`config.mk`:
```
export PLATFORM = sky130hd
export DESIGN_NAME = flag_stack_reg
export DESIGN_NICKNAME = d
export VERILOG_FILES = /design/src/rtl/flag_stack_reg.sv
export SDC_FILE = /design/constraint.sdc
export NUM_CORES = 1
export LEC_CHECK = 0
export ABC_AREA = 1
export CAP_MARGIN = 20
export CORE_ASPECT_RATIO = 1.25
export CORE_MARGIN = 2
export CORE_UTILIZATION = 45
export DETAILED_ROUTE_END_ITERATION = 6
export PLACE_DENSITY = 0.74
export SLEW_MARGIN = 15
export SYNTH_ARGS = -nofsm -noshare
export SYNTH_HDL_FRONTEND = slang
export SYNTH_SLANG_ARGS = --single-unit
```
`constraint.sdc`:
```
create_clock -name clk -period 1.61 [get_ports clk]
set_clock_uncertainty 0.15 [all_clocks]
set_input_delay 0.161 -clock clk [delete_from_list [all_inputs] [get_ports clk]]
set_output_delay 0.161 -clock clk [all_outputs]
set_load 0.01 [all_outputs]
```
`src/rtl/flag_stack_reg.sv`:
```
// -----------------------------------------------------------------------------
// flag_stack_reg
//
// Condition-flag register with a per-bit write enable and a LIFO save/restore
// stack. The live flags sit between the ALU flag outputs and the branch,
// compare and carry-in consumers. Push saves the live flags and pop restores
// them, so flag state survives subroutine calls.
//
// Parameters:
//   NUM_FLAGS   - number of flag bits (bit 0 = carry, 1 = LT, 2 = OV by default)
//   DEPTH       - number of stack entries (>= 1)
//   RESET_FLAGS - value of the live flags after reset
//
// Ports:
//   clk       in   rising-edge clock
//   rst_n     in   asynchronous active-low reset
//   flag_in   in   new flag values
//   flag_we   in   per-bit write enable for the live flags
//   push      in   save the live flags onto the stack
//   pop       in   restore the live flags from the top of the stack
//   err_clr   in   clear the sticky error bits
//   flag_out  out  live flags (bit 0 also feeds ALU carry-in)
//   depth     out  number of occupied stack entries
//   full      out  depth == DEPTH
//   empty     out  depth == 0
//   ovf_err   out  sticky, set by a push while full
//   unf_err   out  sticky, set by a pop while empty
// -----------------------------------------------------------------------------
module flag_stack_reg #(
  parameter int                      NUM_FLAGS   = 3,
  parameter int                      DEPTH       = 4,
  parameter logic [NUM_FLAGS-1:0]    RESET_FLAGS = '0,
  localparam int                     DW          = $clog2(DEPTH + 1)
) (
  input  logic                 clk,
  input  logic                 rst_n,
  input  logic [NUM_FLAGS-1:0] flag_in,
  input  logic [NUM_FLAGS-1:0] flag_we,
  input  logic                 push,
  input  logic                 pop,
  input  logic                 err_clr,
  output logic [NUM_FLAGS-1:0] flag_out,
  output logic [DW-1:0]        depth,
  output logic                 full,
  output logic                 empty,
  output logic                 ovf_err,
  output logic                 unf_err
);

  // Stack index width; a 1-entry stack still needs a 1-bit index.
  localparam int AW = (DEPTH > 1) ? $clog2(DEPTH) : 1;

  logic [NUM_FLAGS-1:0] flags_q, flags_d;
  logic [DW-1:0]        depth_q, depth_d;
  logic                 ovf_q, ovf_d;
  logic                 unf_q, unf_d;

  logic [NUM_FLAGS-1:0] stack_mem [DEPTH];

  // Controls are forced low while reset is held so X on them cannot leak in.
  logic [NUM_FLAGS-1:0] flag_we_g;
  logic                 push_g, pop_g, err_clr_g;

  assign flag_we_g = flag_we & {NUM_FLAGS{rst_n}};
  assign push_g    = push    & rst_n;
  assign pop_g     = pop     & rst_n;
  assign err_clr_g = err_clr & rst_n;

  assign full  = (depth_q == DW'(DEPTH));
  assign empty = (depth_q == '0);

  // Push/pop together cancel out: neither acts on the stack nor raises an error.
  logic push_only, pop_only;
  logic do_push, do_pop;

  assign push_only = push_g & ~pop_g;
  assign pop_only  = pop_g  & ~push_g;
  assign do_push   = push_only & ~full;
  assign do_pop    = pop_only  & ~empty;

  logic [AW-1:0] wr_idx, rd_idx;

  assign wr_idx = AW'(depth_q);
  assign rd_idx = AW'(depth_q - DW'(1));

  // Per-bit masked write of the live flags.
  logic [NUM_FLAGS-1:0] flags_wr;

  generate
    for (genvar gi = 0; gi < NUM_FLAGS; gi++) begin : g_flag_bit
      assign flags_wr[gi] = flag_we_g[gi] ? flag_in[gi] : flags_q[gi];
    end
  endgenerate

  always_comb begin
    flags_d = flags_wr;
    depth_d = depth_q;

    if (pop_only) begin
      // Pop has priority over flag writes, even when the stack is empty.
      flags_d = do_pop ? stack_mem[rd_idx] : flags_q;
      if (do_pop) begin
        depth_d = depth_q - DW'(1);
      end
    end else if (do_push) begin
      depth_d = depth_q + DW'(1);
    end
  end

  // Error set wins over a simultaneous clear.
  always_comb begin
    ovf_d = (push_only & full)  | (ovf_q & ~err_clr_g);
    unf_d = (pop_only  & empty) | (unf_q & ~err_clr_g);
  end

  always_ff @(posedge clk or negedge rst_n) begin
    if (!rst_n) begin
      flags_q <= RESET_FLAGS;
      depth_q <= '0;
      ovf_q   <= 1'b0;
      unf_q   <= 1'b0;
    end else begin
      flags_q <= flags_d;
      depth_q <= depth_d;
      ovf_q   <= ovf_d;
      unf_q   <= unf_d;
    end
  end

  // Storage is not reset; depth alone defines which entries are valid.
  // The saved copy is the pre-edge live value, not any same-cycle write.
  always_ff @(posedge clk) begin
    if (do_push) begin
      stack_mem[wr_idx] <= flags_q;
    end
  end

  assign flag_out = flags_q;
  assign depth    = depth_q;
  assign ovf_err  = ovf_q;
  assign unf_err  = unf_q;

endmodule

```
==> summary.txt <==
impl run done, here's what came out: status=complete, no violations, die area=2710 um2, # Max-Cap Violations=0, RSZ-0062 raised after global routing=true, Worst R2R Setup Slack=0.05 ns, vias in the first global route=917, layout cells sized above 1=29.9%, Synth Seq Share=54.0%, R2R Path Start=depth[0], pwr dens=1550 nW/um2, Inserted Diodes=0, reg2reg path depth=6, Final GP Congestion=0.907, largest net degree at the start of global routing=12, final count of negative-setup-slack endpoints=0, CTS hold repair buffers=0, post-layout minimum cycle time=1.56 ns, H-tree depth=1, Vias/cell=4.79, gr busiest metal=met2, Slew HR=79.4%, Clock Sinks=20, area grow syn2layout=48.8%, CP Data Arrival Time=1.41 ns, most numerous logic cell after layout=nand2_1, Hold WC Path Type=in2async, Detailed Route WL=2420 um, CTS tree=yes, Yosys warnings=0, Max Slew Vio Count=0, first-pass GRT wire length=3880 um, Clk Latency, worst-skew pair=0.29 ns, core box area=2190 um2, Tcrit/Tclk final=96.7%, DRT Pass-1 Iters=4, Detail Route Antenna Nets=0
==> cell type report <==
cell class,instances,share of cell area (%)
tap,31,2.51
clock buffer,4,2.35
sequential,20,36.5
timing repair buffer,39,22.8
inverter,19,4.94
multi-input combinational,82,30.9
==> sequential cells by signal, indices dropped and copies added (netlist names) <==
name       flops
depth          3
flag_out       3
ovf_err        1
stack_mem     12
unf_err        1
==> metal layers <==
metal	wire, um	vias to the layer above
met5	0	-
met3	75	4
met4	34	0
met1	919	435
met2	1390	24
li1	-	471
==> synth_stat cells (all sizes together) <==
cell / count
dfrtp: 8
edfxtp: 12
nand2: 44
a21oi: 3
ha: 5
inv: 18
xor2: 1
nor2: 9
buf: 1
o21ai: 4
nand3: 16
clkinv: 1
==> cell families after synthesis <==
group,Yosys count,synth area share [%]
AND/OR/NAND/NOR,69,28.3
buffers and inverters,20,7.47
flip-flops,20,54.0
AND-OR/OR-AND,7,3.37
adder cells (fa/ha/maj),5,6.02
XOR/XNOR,1,0.844
==> power by group <==
group / internal [mW] / switching (mW) / total, mW
registers: 0.674 / 0.0675 / 0.742
clock network: 0.138 / 0.139 / 0.276
logic: 0.646 / 0.735 / 1.38
total: 1.46 / 0.941 / 2.40
==> worst min-delay path by stage <==
stage / startpoint / end / slack [ns] / cells after the start
after floorplan: rst_n / depth[0] / -0.28 / 0
final: rst_n / depth[2] / 0.11 / 2
after CTS: rst_n / depth[2] / 0.11 / 2
after global placement: ovf_err / ovf_err / 0.31 / 2
after global routing: rst_n / depth[0] / 0.14 / 2
after detailed placement: ovf_err / ovf_err / 0.32 / 2
==> per-stage QoR <==
step	std cells	setup TNS, ns	hold slack [ns]	setup slack, ns	power [mW]
6_report	195	0	0.112	0.0531	2.40
5_1_grt	195	-0.142	0.139	-0.0392	2.56
4_1_cts	190	0	0.115	0.00280	2.28
3_5_place_dp	184	-1.35	0.322	-0.106	1.96
3_3_place_gp	184	-0.941	0.314	-0.0739	1.93
2_1_floorplan	122	-0.602	-0.285	-0.0390	1.45
==> repair_timing <==
| item | CTS | global route |
|---|---|---|
| endpoints found under the hold margin | 0 | 0 |
| pin swaps | 0 | 2 |
| gates resized | 15 | 12 |
| endpoints found under the setup margin | 7 | 11 |
| buffers inserted | 2 | 5 |
==> critical path: stages (launching register included) <==
cell and delay (ns):
dfrtp_1 0.40, clkinvlp_4 0.13, ha_4 0.19, nand2_4 0.06
buf_6 0.11, nand2_8 0.08, nor2_4 0.15
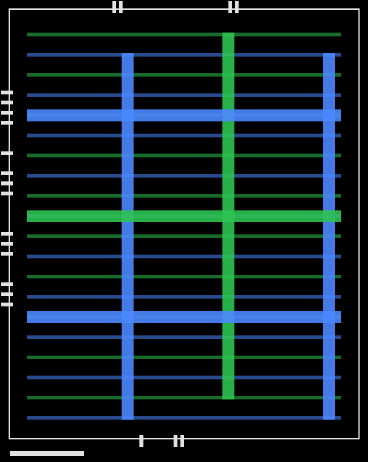
pdn.png
Bar = 10 um. Pins as bars on the die edge.
| color | net |
|---|---|
| blue | VSS |
| green | VDD |
signal pins: 21
met1 rails: 20
rows: 19
met4 straps: 3
met5 straps: 3

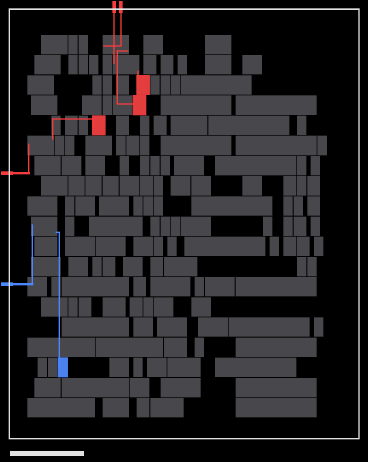
port_nets.png
Bar = 10 um.
| color | port | bits | direction | end cells | buffers | wire |
|---|---|---|---|---|---|---|
| blue | err_clr | 1 | input | 1 | 1 | 29.3 um |
| red | flag_we | 3 | input | 3 | 3 | 42.3 um |

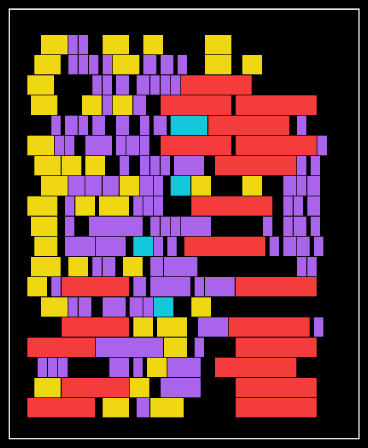
cell_classes.png
| color | class | cells |
|---|---|---|
| red | flip-flops | 20 |
| yellow | other buffers and delay cells | 39 |
| purple | all other logic | 101 |
| cyan | clock drivers and dummy loads | 4 |

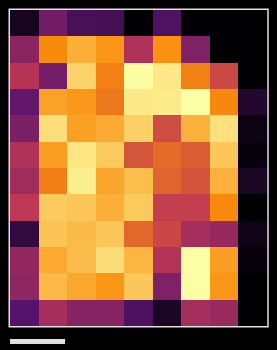
density.png
Bar = 10 um. 9 x 12 tiles, from black (low) to pale yellow (high), 0 to 100% covered.
mean over tiles: 56%
fullest tile: 100%
tiles over 75% full: 41%
nearly empty tiles: 10%
emptiest ninth of the die: top right
Final Util: 70.7%
Pre-Place Util: 47.5%

Power is estimated from default activity; no workload was simulated.
